Figure 1. M1 wires (run 1).
Scale bar: 50 um.
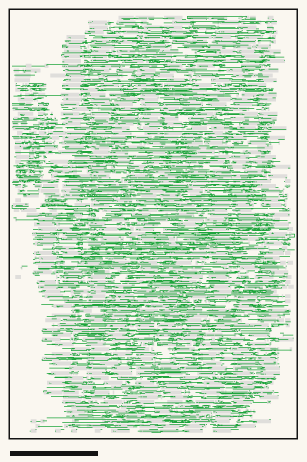
Figure 2. Signal wires on met2 (run 1).
Scale bar: 50 um.
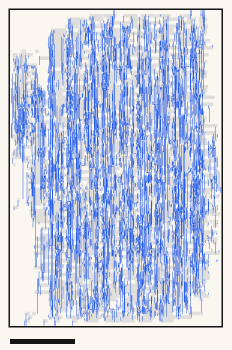
Figure 3. Met3 routing (run 1).
Scale bar: 50 um.
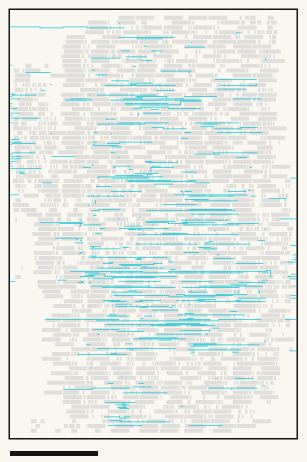
<file path="src/rtl/streaming_fifo_param.sv">
// streaming_fifo_param
//   Parametrised AXI-Stream FIFO placed on dataflow-partition boundaries.
//   Circular buffer with a registered input ready, an occupancy count,
//   programmable almost-full / almost-empty flags and a peak-occupancy
//   watermark used when sizing FIFOs.
//
//   Optional feature macro: STREAMING_FIFO_OUTREG_EN
//     defined   : output register stage after the memory; TDATA/TVALID come
//                 from flops, write-to-output latency is 2 cycles on an empty
//                 FIFO, the register entry is included in count.
//     undefined : asynchronous memory read, write-to-output latency 1 cycle.
//
// Ports
//   ap_clk          in   1      clock, rising edge
//   ap_rst          in   1      asynchronous active-high reset
//   in0_V_V_TDATA   in   WIDTH  input data
//   in0_V_V_TVALID  in   1      input valid
//   in0_V_V_TREADY  out  1      input ready (registered)
//   out_V_V_TDATA   out  WIDTH  output data (head entry)
//   out_V_V_TVALID  out  1      output valid
//   out_V_V_TREADY  in   1      output ready
//   count           out  CW     current occupancy, 0..DEPTH
//   almost_full     out  1      count >= AF_THRESH (registered)
//   almost_empty    out  1      count <= AE_THRESH (registered)
//   count_max       out  CW     peak count since reset / last clear
//   count_max_clr   in   1      synchronous clear of count_max
module streaming_fifo_param #(
  parameter int WIDTH     = 16,
  parameter int DEPTH     = 32,
  parameter int AF_THRESH = DEPTH - 2,
  parameter int AE_THRESH = 2,
  localparam int CW       = $clog2(DEPTH + 1)
) (
  input  logic             ap_clk,
  input  logic             ap_rst,
  input  logic [WIDTH-1:0] in0_V_V_TDATA,
  input  logic             in0_V_V_TVALID,
  output logic             in0_V_V_TREADY,
  output logic [WIDTH-1:0] out_V_V_TDATA,
  output logic             out_V_V_TVALID,
  input  logic             out_V_V_TREADY,
  output logic [CW-1:0]    count,
  output logic             almost_full,
  output logic             almost_empty,
  output logic [CW-1:0]    count_max,
  input  logic             count_max_clr
);

  localparam int AW = $clog2(DEPTH);
  localparam logic [CW-1:0] DEPTH_C = CW'(DEPTH);
  localparam logic [CW-1:0] AF_C    = CW'(AF_THRESH);
  localparam logic [CW-1:0] AE_C    = CW'(AE_THRESH);

  logic [WIDTH-1:0] mem [DEPTH];
  logic [AW-1:0]    wr_ptr;
  logic [AW-1:0]    rd_ptr;
  logic [CW-1:0]    count_q;
  logic [CW-1:0]    count_next;
  logic [CW-1:0]    count_max_q;
  logic             in_ready_q;
  logic             af_q;
  logic             ae_q;
  logic             out_valid;
  logic             push;
  logic             pop;

  assign push       = in0_V_V_TVALID && in_ready_q;
  assign pop        = out_valid && out_V_V_TREADY;
  assign count_next = count_q + CW'(push) - CW'(pop);

  // Storage array; no reset so it can map onto RAM. Pointers wrap
  // naturally because DEPTH is a power of two.
  always_ff @(posedge ap_clk) begin
    if (push) begin
      mem[wr_ptr] <= in0_V_V_TDATA;
    end
  end

  // Occupancy, write pointer and all status flags. Everything is computed
  // from count_next so the flags line up with count in the same cycle.
  // Ready only reopens after a pop has actually lowered the count, which
  // costs a one-cycle bubble when full but keeps the ready path registered.
  always_ff @(posedge ap_clk or posedge ap_rst) begin
    if (ap_rst) begin
      wr_ptr      <= '0;
      count_q     <= '0;
      in_ready_q  <= 1'b0;
      af_q        <= 1'b0;
      ae_q        <= 1'b1;
      count_max_q <= '0;
    end else begin
      if (push) begin
        wr_ptr <= wr_ptr + 1'b1;
      end
      count_q    <= count_next;
      in_ready_q <= (count_next < DEPTH_C);
      af_q       <= (count_next >= AF_C);
      ae_q       <= (count_next <= AE_C);
      if (count_max_clr) begin
        count_max_q <= count_next;
      end else if (count_next > count_max_q) begin
        count_max_q <= count_next;
      end
    end
  end

`ifdef STREAMING_FIFO_OUTREG_EN
  logic             out_valid_q;
  logic [WIDTH-1:0] out_data_q;
  logic [CW-1:0]    mem_count;
  logic             load;

  // Entries still in the array exclude the one parked in the output stage.
  // The stage reloads whenever it is empty or being popped, so a pop and a
  // refill happen in the same cycle and throughput is unaffected.
  assign mem_count = count_q - CW'(out_valid_q);
  assign load      = (mem_count != '0) && (!out_valid_q || out_V_V_TREADY);

  // Output register stage; the read pointer advances when an entry moves
  // from the array into the stage rather than on the downstream pop.
  always_ff @(posedge ap_clk or posedge ap_rst) begin
    if (ap_rst) begin
      rd_ptr      <= '0;
      out_valid_q <= 1'b0;
      out_data_q  <= '0;
    end else if (load) begin
      out_data_q  <= mem[rd_ptr];
      rd_ptr      <= rd_ptr + 1'b1;
      out_valid_q <= 1'b1;
    end else if (pop) begin
      out_valid_q <= 1'b0;
    end
  end

  assign out_valid     = out_valid_q;
  assign out_V_V_TDATA = out_data_q;
`else
  // Head entry read straight from the array; data stays put while the
  // consumer stalls because rd_ptr only moves on a pop.
  always_ff @(posedge ap_clk or posedge ap_rst) begin
    if (ap_rst) begin
      rd_ptr <= '0;
    end else if (pop) begin
      rd_ptr <= rd_ptr + 1'b1;
    end
  end

  assign out_valid     = (count_q != '0);
  assign out_V_V_TDATA = mem[rd_ptr];
`endif

  assign in0_V_V_TREADY = in_ready_q;
  assign out_V_V_TVALID = out_valid;
  assign count          = count_q;
  assign almost_full    = af_q;
  assign almost_empty   = ae_q;
  assign count_max      = count_max_q;

endmodule
</file>
<file path="config.mk">
export PLATFORM = sky130hd
export DESIGN_NAME = streaming_fifo_param
export DESIGN_NICKNAME = d
export VERILOG_FILES = /design/src/rtl/streaming_fifo_param.sv
export SDC_FILE = /design/constraint.sdc
export NUM_CORES = 1
export LEC_CHECK = 0
export ABC_AREA = 1
export CORE_ASPECT_RATIO = 1.5
export CORE_MARGIN = 1
export CORE_UTILIZATION = 57
export CTS_BUF_LIST = sky130_fd_sc_hd__clkbuf_4 sky130_fd_sc_hd__clkbuf_8 sky130_fd_sc_hd__clkbuf_16
export DETAILED_ROUTE_END_ITERATION = 12
export PLACE_DENSITY = 0.71
export SYNTH_ARGS = -nofsm -noshare
export SYNTH_HDL_FRONTEND = slang
export SYNTH_SLANG_ARGS = --single-unit
</file>
<file path="constraint.sdc">
create_clock -name ap_clk -period 4.14 [get_ports ap_clk]
set_clock_uncertainty 0.2 [all_clocks]
set_input_delay 0.621 -clock ap_clk [delete_from_list [all_inputs] [get_ports ap_clk]]
set_output_delay 0.621 -clock ap_clk [all_outputs]
set_load 0.02 [all_outputs]
</file>
==> out/highlights.md, run 1 <==
- **Total Power Consumption** 0.01776 W
- **number of nets in the layout** 1,905
- **number of enable-type register cells in the synthesized netlist** 512
- **IO Port Bufs** 52
- **Simple Share, Synth** 0.1232
- **drt wl/cell** 22.92 um
- **pin count of the biggest net entering global routing** 111
- **clock insertion delay at the later pin of the skew report** 570 ps
- **half-perimeter wire length of the detailed placement result** 31,790 um
- **CP Max Fanout** 96
- **Max Fclk** 248.5 MHz
- **total die size** 39,340 sq um
- **first element of the critical path** rd_ptr[1]
- **clk sinks** 537
- **MUX share of area** 0
- **worst slew pin tran** 795.4 ps
- **clock root buffer** sky130_fd_sc_hd__clkbuf_16
- **synthesized cell area** 21,960 sq um
- **data arrival time at the worst-slack endpoint** 3200 ps
- **Core Region** 37,770 sq um
- **syn avg cell area** 12.26 sq um
- **number of global-route vias before repair** 13,850
- **Synth top area share** 0.7000
- **mean number of vias per cell** 5.973
- **most common flop cell mapped by yosys** sky130_fd_sc_hd__edfxtp_1
- **main logic family after synthesis** simple AND/OR/NAND/NOR gates
- **First-pass DRT Iterations** 6
- **number of warning messages in the logs** 33
- **synthesized chip area reported by yosys** 21,960 sq um
- **number of buffers added by the clock tree synthesis step** 48
- **number of warning messages in the yosys log** 0
- **max-slew headroom at the worst pin** 0.4665
- **Peak supply drop** 0.0008133 V
- **Data required, critical path** 3320 ps
- **layout overhead on the synthesized area** 12.53%
- **starting density of the core** 0.5815
- **share of synthesized cell area in full adder, half adder and majority cells** 0.01060
- **category of the most critical setup path** reg2out
- **capturing instance or port of the critical path** out_V_V_TDATA[13]
- **H-tree levels** 2
- **run status** finished clean
- **clk slew on worst S/H paths** 70 ps
- **Syn Inst Count** 1,792
- **launch instance of the worst register-to-register path** count[2]
- **global placement routability congestion** 0.8572
- **R2R depth** 22
- **distinct cell type count of the synthesized netlist** 30
- **fraction of final layout cells sized beyond drive strength 1** 0.08456
- **Critical R2R Capture** count_max[2]
- **synth cell count leaders** sky130_fd_sc_hd__edfxtp_1, sky130_fd_sc_hd__nor2_1, sky130_fd_sc_hd__nand2_1, sky130_fd_sc_hd__o21ai_0, sky130_fd_sc_hd__nand3_1
- **power density relative to cell area** 718.4 nW/um^2
- **yosys cell count** 1,792
- **total nets after synthesis** 1,831
- **CTS tree** built
- **proportion of register bits with asynchronous set or reset after synthesis** 0.04655
- **number of synthesized register bits** 537
- **Post-Synth XOR/XNOR Area** 0.003589
- **remaining antenna violation count** 0
- **placement row count** 87
- **residual overflow from global routing** 0
- **1st-iter DRT viols** 1,766
- **maximum capacitance violations** 0
- **Main area contributors** sky130_fd_sc_hd__edfxtp_1, sky130_fd_sc_hd__nor2_1, sky130_fd_sc_hd__o21ai_0
- **leakage power** 8.630 nW
- **global-route usage over all layers** 0.2837
- **post-route minimum period** 4025 ps
- **RSZ-0062 raised after global routing** yes
- **AND-OR/OR-AND share of the synthesized area** 0.09434
- **sequential share of the synthesized area** 0.7286
- **final tally of max-slew violations** 0
- **final hold vios** 0
- **first-pass GRT wire length** 81,970 um
- **R2R setup slack** 420 ps
- **category of the worst setup path capture point** output pin
- **area leader, netlist** sky130_fd_sc_hd__edfxtp_1
- **cell with the most instances after synthesis** sky130_fd_sc_hd__edfxtp_1
- **GRT busiest layer** met2
- **Chip Width** 162.3 um
- **final setup TNS** 0 ps
- **min-delay worst type** in2async
- **part of the cycle the worst path needs** 0.9722
- **buffer levels on the longest clock path** 3
- **startpoint types** flop
- **number of antenna violations at the first check in global routing** 0
- **DRC violations left** 0
- **diode count** 0
- **vertical extent of the die** 242.4 um
- **number of failing setup endpoints in the final timing report** 0
- **total I/O pin count** 53
Back to the opening pictures, Figure 1:
longest straight run = 51.5 um
main direction = horizontal
nets with wire on the layer = 1,781
met1 layer usage reported by global route: 0.3569
post-detailed-routing wire length: 54,840 um
via count: 14,290

Back to the opening pictures, Figure 2:
share of all routed wire = 50%
longest straight run = 108 um
nets with wire on the layer = 1,456
wire length on this layer = 27.7 mm
main direction = vertical
GR Util met2: 0.4791

Back to the opening pictures, Figure 3:
longest straight run = 75.4 um
main direction = horizontal
wire length on this layer = 4,070 um
share of all routed wire = 7.4%
met3 track demand over resource in global routing: 0.04212

-- run 1: timing repair --
action / CTS / global route
resized: 0 / 5
setup buffers: 0 / 0
endpoints found under the setup margin: 0 / 15
hold buffers: 0 / 0
-- run 1: layout by cell type (no fill, tap or decap), types with 3 or more instances in the layout --
cell type	synthesis	layout
sky130_fd_sc_hd__nor2_1	349	346
sky130_fd_sc_hd__ha_1	17	17
sky130_fd_sc_hd__clkbuf_4	0	10
sky130_fd_sc_hd__clkinv_1	2	16
sky130_fd_sc_hd__inv_1	73	72
sky130_fd_sc_hd__inv_6	0	3
sky130_fd_sc_hd__nand2_1	230	230
sky130_fd_sc_hd__o21ai_0	179	179
sky130_fd_sc_hd__buf_12	1	8
sky130_fd_sc_hd__dfrtp_1	24	21
sky130_fd_sc_hd__clkinv_2	0	9
sky130_fd_sc_hd__a21oi_1	25	25
sky130_fd_sc_hd__buf_4	6	65
sky130_fd_sc_hd__nand3b_1	11	11
sky130_fd_sc_hd__o22ai_1	30	30
sky130_fd_sc_hd__xor2_1	8	8
sky130_fd_sc_hd__nor2_2	0	3
sky130_fd_sc_hd__nand4_1	4	4
sky130_fd_sc_hd__o211ai_1	64	64
sky130_fd_sc_hd__edfxtp_1	512	512
sky130_fd_sc_hd__clkdlybuf4s50_1	0	51
sky130_fd_sc_hd__or2_0	4	4
sky130_fd_sc_hd__clkbuf_16	0	49
sky130_fd_sc_hd__o21ai_1	70	70
sky130_fd_sc_hd__nand3_1	80	80
-- run 1: metal layers --
layer | wire length, um | up-vias
met1 | 20350 | 7024
li1 | - | 6512
met5 | 0 | -
met2 | 27670 | 623
met3 | 4069 | 135
met4 | 2749 | 0
-- run 1: area by class of cell --
cell class	count	area, sq um
repair buffers	127	1202
well taps	489	611.8
inverters	76	301.5
clock buffers	59	1301
flip-flops and latches	537	16010
multi-input cells	1076	5097
fillers	2737	13060
clock inverters	29	191.4
-- run 1: per-stage QoR --
stage | worst slack, ps | hold WS, ps | instance area (sq um) | utilization | std cells
floorplan | 466.6 | 319.6 | 21960 | - | 1792
global placement | 243.5 | 337.7 | 23200 | 0.6142 | 2305
detailed placement | 129.9 | 339.2 | 23200 | 0.6142 | 2305
CTS | 12.88 | 260.7 | 24690 | 0.6537 | 2393
global route | -14.98 | 319.3 | 24720 | 0.6543 | 2393
finish | 115.2 | 246.4 | 24720 | 0.6543 | 2393
-- run 1: critical path: stages, from the launching register on --
cell,delay (ps)
sky130_fd_sc_hd__dfrtp_4,540
sky130_fd_sc_hd__buf_16,340
sky130_fd_sc_hd__o21ai_0,160
sky130_fd_sc_hd__o211ai_1,340
sky130_fd_sc_hd__nand3_1,290
sky130_fd_sc_hd__nand3b_1,210
sky130_fd_sc_hd__nand2_1,80
sky130_fd_sc_hd__inv_1,60
sky130_fd_sc_hd__clkdlybuf4s50_1,590
-- run 1: state kept, by name (all words and copies together), names as in the netlist --
register and flops:
mem 512, wr_ptr 5, almost_full 1, almost_empty 1, count 6, in0_V_V_TREADY 1
count_max 6, rd_ptr 5
-- run 1: power by group --
group | internal [W] | total [W] | switching (W)
logic | 0.00231 | 0.00704 | 0.00473
registers | 0.00625 | 0.00646 | 0.000201
clock network | 0.00236 | 0.00426 | 0.00190
==> inputs of run 2 (changes only) <==
CORE_UTILIZATION = 56   (was 57)
PLACE_DENSITY = 0.73   (was 0.71)
clock period = 3.5 ns   (was 4.14 ns; I/O delays follow)
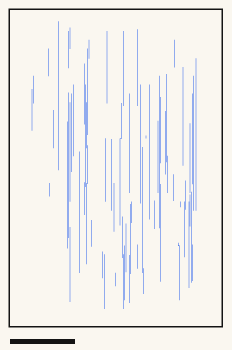
Figure 4: run 2, met4 routing.
Scale bar: 50 um.
share of all routed wire = 6.4%
nets with wire on the layer = 56
longest straight run = 118 um
main direction = vertical
post-detailed-routing wire length: 55,780 um
via count: 14,560

==> out/highlights.md, run 2 <==
- **run status** finished clean
- **1st-iter DRT viols** 1,508
- **buffer levels on the longest clock path** 3
- **post-route minimum period** 3500 ps
- **worst slack on hold paths** 250.9 ps
- **power density relative to cell area** 874.5 nW/um^2
- **number of warning messages in the yosys log** 0
- **data arrival time at the worst-slack endpoint** 2770 ps
- **clk sinks** 537
- **Final Util** 0.6592
- **fraction of final layout cells sized beyond drive strength 1** 0.1280
- **diode count** 0
- **Main area contributors** sky130_fd_sc_hd__edfxtp_1, sky130_fd_sc_hd__nor2_1, sky130_fd_sc_hd__o21ai_0
- **min-delay worst type** in2async
- **global placement routability congestion** 0.8367
- **clock insertion delay at the later pin of the skew report** 560 ps
- **number of buffers added by the clock tree synthesis step** 47
- **half-perimeter wire length of the detailed placement result** 31,250 um
- **max-slew headroom at the worst pin** 0.4134
- **largest reg by FF count** mem
- **DRC violations left** 0
- **cell with the most instances after synthesis** sky130_fd_sc_hd__edfxtp_1
- **final hold vios** 0
- **max FFs per register** 512
- **number of enable-type register cells in the synthesized netlist** 512
- **number of synthesized register bits** 537
- **category of the worst setup path capture point** output pin
- **Peak supply drop** 0.001111 V
- **met1 layer usage reported by global route** 0.3394
- **area leader, netlist** sky130_fd_sc_hd__edfxtp_1
- **Core Region** 38,540 sq um
- **H-tree levels** 2
- **pin count of the biggest net entering global routing** 78
- **number of failing setup endpoints in the final timing report** 0
- **total die size** 40,030 sq um
- **Syn Inst Count** 1,792
- **Chip Width** 163.7 um
- **CP Max Fanout** 20
- **hold-fix buffers at CTS** 0
- **top logic cell by instance count in the layout** sky130_fd_sc_hd__edfxtp_1
- **vertical extent of the die** 244.6 um
- **starting density of the core** 0.5699
- **proportion of register bits with asynchronous set or reset after synthesis** 0.04655
- **drt wl/cell** 22.93 um
- **global-route usage over all layers** 0.2841
- **layout overhead on the synthesized area** 15.65%
- **yosys cell count** 1,792
- **number of global-route vias before repair** 14,430
- **residual overflow from global routing** 0
- **sequential share of the synthesized area** 0.7286
- **clk slew on worst S/H paths** 70 ps
- **synthesized cell area** 21,960 sq um
- **final tally of max-slew violations** 0
- **IO Port Bufs** 52
- **most frequent cells in the layout** sky130_fd_sc_hd__edfxtp_1, sky130_fd_sc_hd__nor2_1, sky130_fd_sc_hd__nand2_1
- **remaining antenna violation count** 0
- **RSZ-0062 raised after global routing** yes
- **CTS tree** built
- **Data required, critical path** 2770 ps
- **number of nets in the layout** 1,941
- **clock root buffer** sky130_fd_sc_hd__clkbuf_16
- **total I/O pin count** 53
- **number of antenna violations at the first check in global routing** 0
- **part of the cycle the worst path needs** 1.000
- **total nets after synthesis** 1,831
- **synthesized chip area reported by yosys** 21,960 sq um
- **distinct cell type count of the synthesized netlist** 30
## run 2: area by class of cell
type | count | area [sq um]
Sequential cell | 537 | 16010
Fill cell | 2731 | 13140
Multi-Input combinational cell | 1076 | 5234
Timing Repair Buffer | 164 | 1677
Clock buffer | 69 | 1389
Tap cell | 495 | 619.3
Inverter | 76 | 301.5
Clock inverter | 15 | 168.9
## run 2: critical path, stage by stage (launching register included)
cell,delay [ps]
sky130_fd_sc_hd__dfrtp_4,590
sky130_fd_sc_hd__buf_4,200
sky130_fd_sc_hd__bufbuf_16,290
sky130_fd_sc_hd__nor2_1,110
sky130_fd_sc_hd__nor2_1,40
sky130_fd_sc_hd__o21ai_0,80
sky130_fd_sc_hd__nand2_1,90
sky130_fd_sc_hd__a21oi_2,210
sky130_fd_sc_hd__nand2_2,120
sky130_fd_sc_hd__nand2_1,130
sky130_fd_sc_hd__inv_1,40
sky130_fd_sc_hd__dlygate4sd2_1,310
## run 2: logic make-up (layout without fill, tap and decap cells)
group | count (synthesis) | after routing | share of synthesized area
buffers and inverters | 179 | 324 | 0.03971
XOR/XNOR | 9 | 9 | 0.003589
adder cells (fa/ha/maj) | 18 | 18 | 0.01060
flip-flops | 537 | 537 | 0.7286
AND-OR/OR-AND | 371 | 371 | 0.09434
AND/OR/NAND/NOR | 678 | 678 | 0.1232
## run 2: metrics by stage
step / instance area [sq um] / std cells / TNS (ps) / worst slack [ps] / power, W
finish: 25400 / 2432 / 0 / 0.1732 / 0.02221
global route: 25400 / 2432 / -64.39 / -50.83 / 0.02329
CTS: 25290 / 2426 / -8.002 / -8.002 / 0.02187
detailed placement: 23470 / 2333 / -780.5 / -170.5 / 0.01634
global placement: 23470 / 2333 / -525.8 / -107.3 / 0.01612
floorplan: 21980 / 1792 / 0 / 1.256 / 0.01311
## run 2: where the power goes
part	switching (W)	internal, W	total, W
Clock	0.00220	0.00304	0.00525
Combinational	0.00608	0.00326	0.00934
Sequential	0.000225	0.00740	0.00762
## run 2: layer usage
| metal | vias to the layer above | part of all wire |
|---|---|---|
| li1 | 6578 | - |
| met1 | 7164 | 0.36 |
| met2 | 653 | 0.51 |
| met3 | 165 | 0.070 |
| met4 | 0 | 0.064 |
| met5 | - | 0 |
## run 2: path summary, 6_finish.rpt
kind	from	to	slack, ps	depth (start not counted)
max	rd_ptr[0]	out_V_V_TDATA[12]	0.2	11
min	ap_rst	wr_ptr[4]	250	2
max reg2reg	count[3]	count_max[3]	170	22
min reg2reg	wr_ptr[2]	wr_ptr[2]	380	1
max in group asynchronous	ap_rst	almost_empty	2140	3
min in group ap_clk	count_max_clr	count_max[5]	350	2
## run 2: repair_timing
item,in CTS,in global routing
gates cloned,4,2
setup buffers,5,5
setup endpoints to repair,16,21
gates resized,49,52
pin swaps,13,15
Power is estimated from default activity; no workload was simulated.
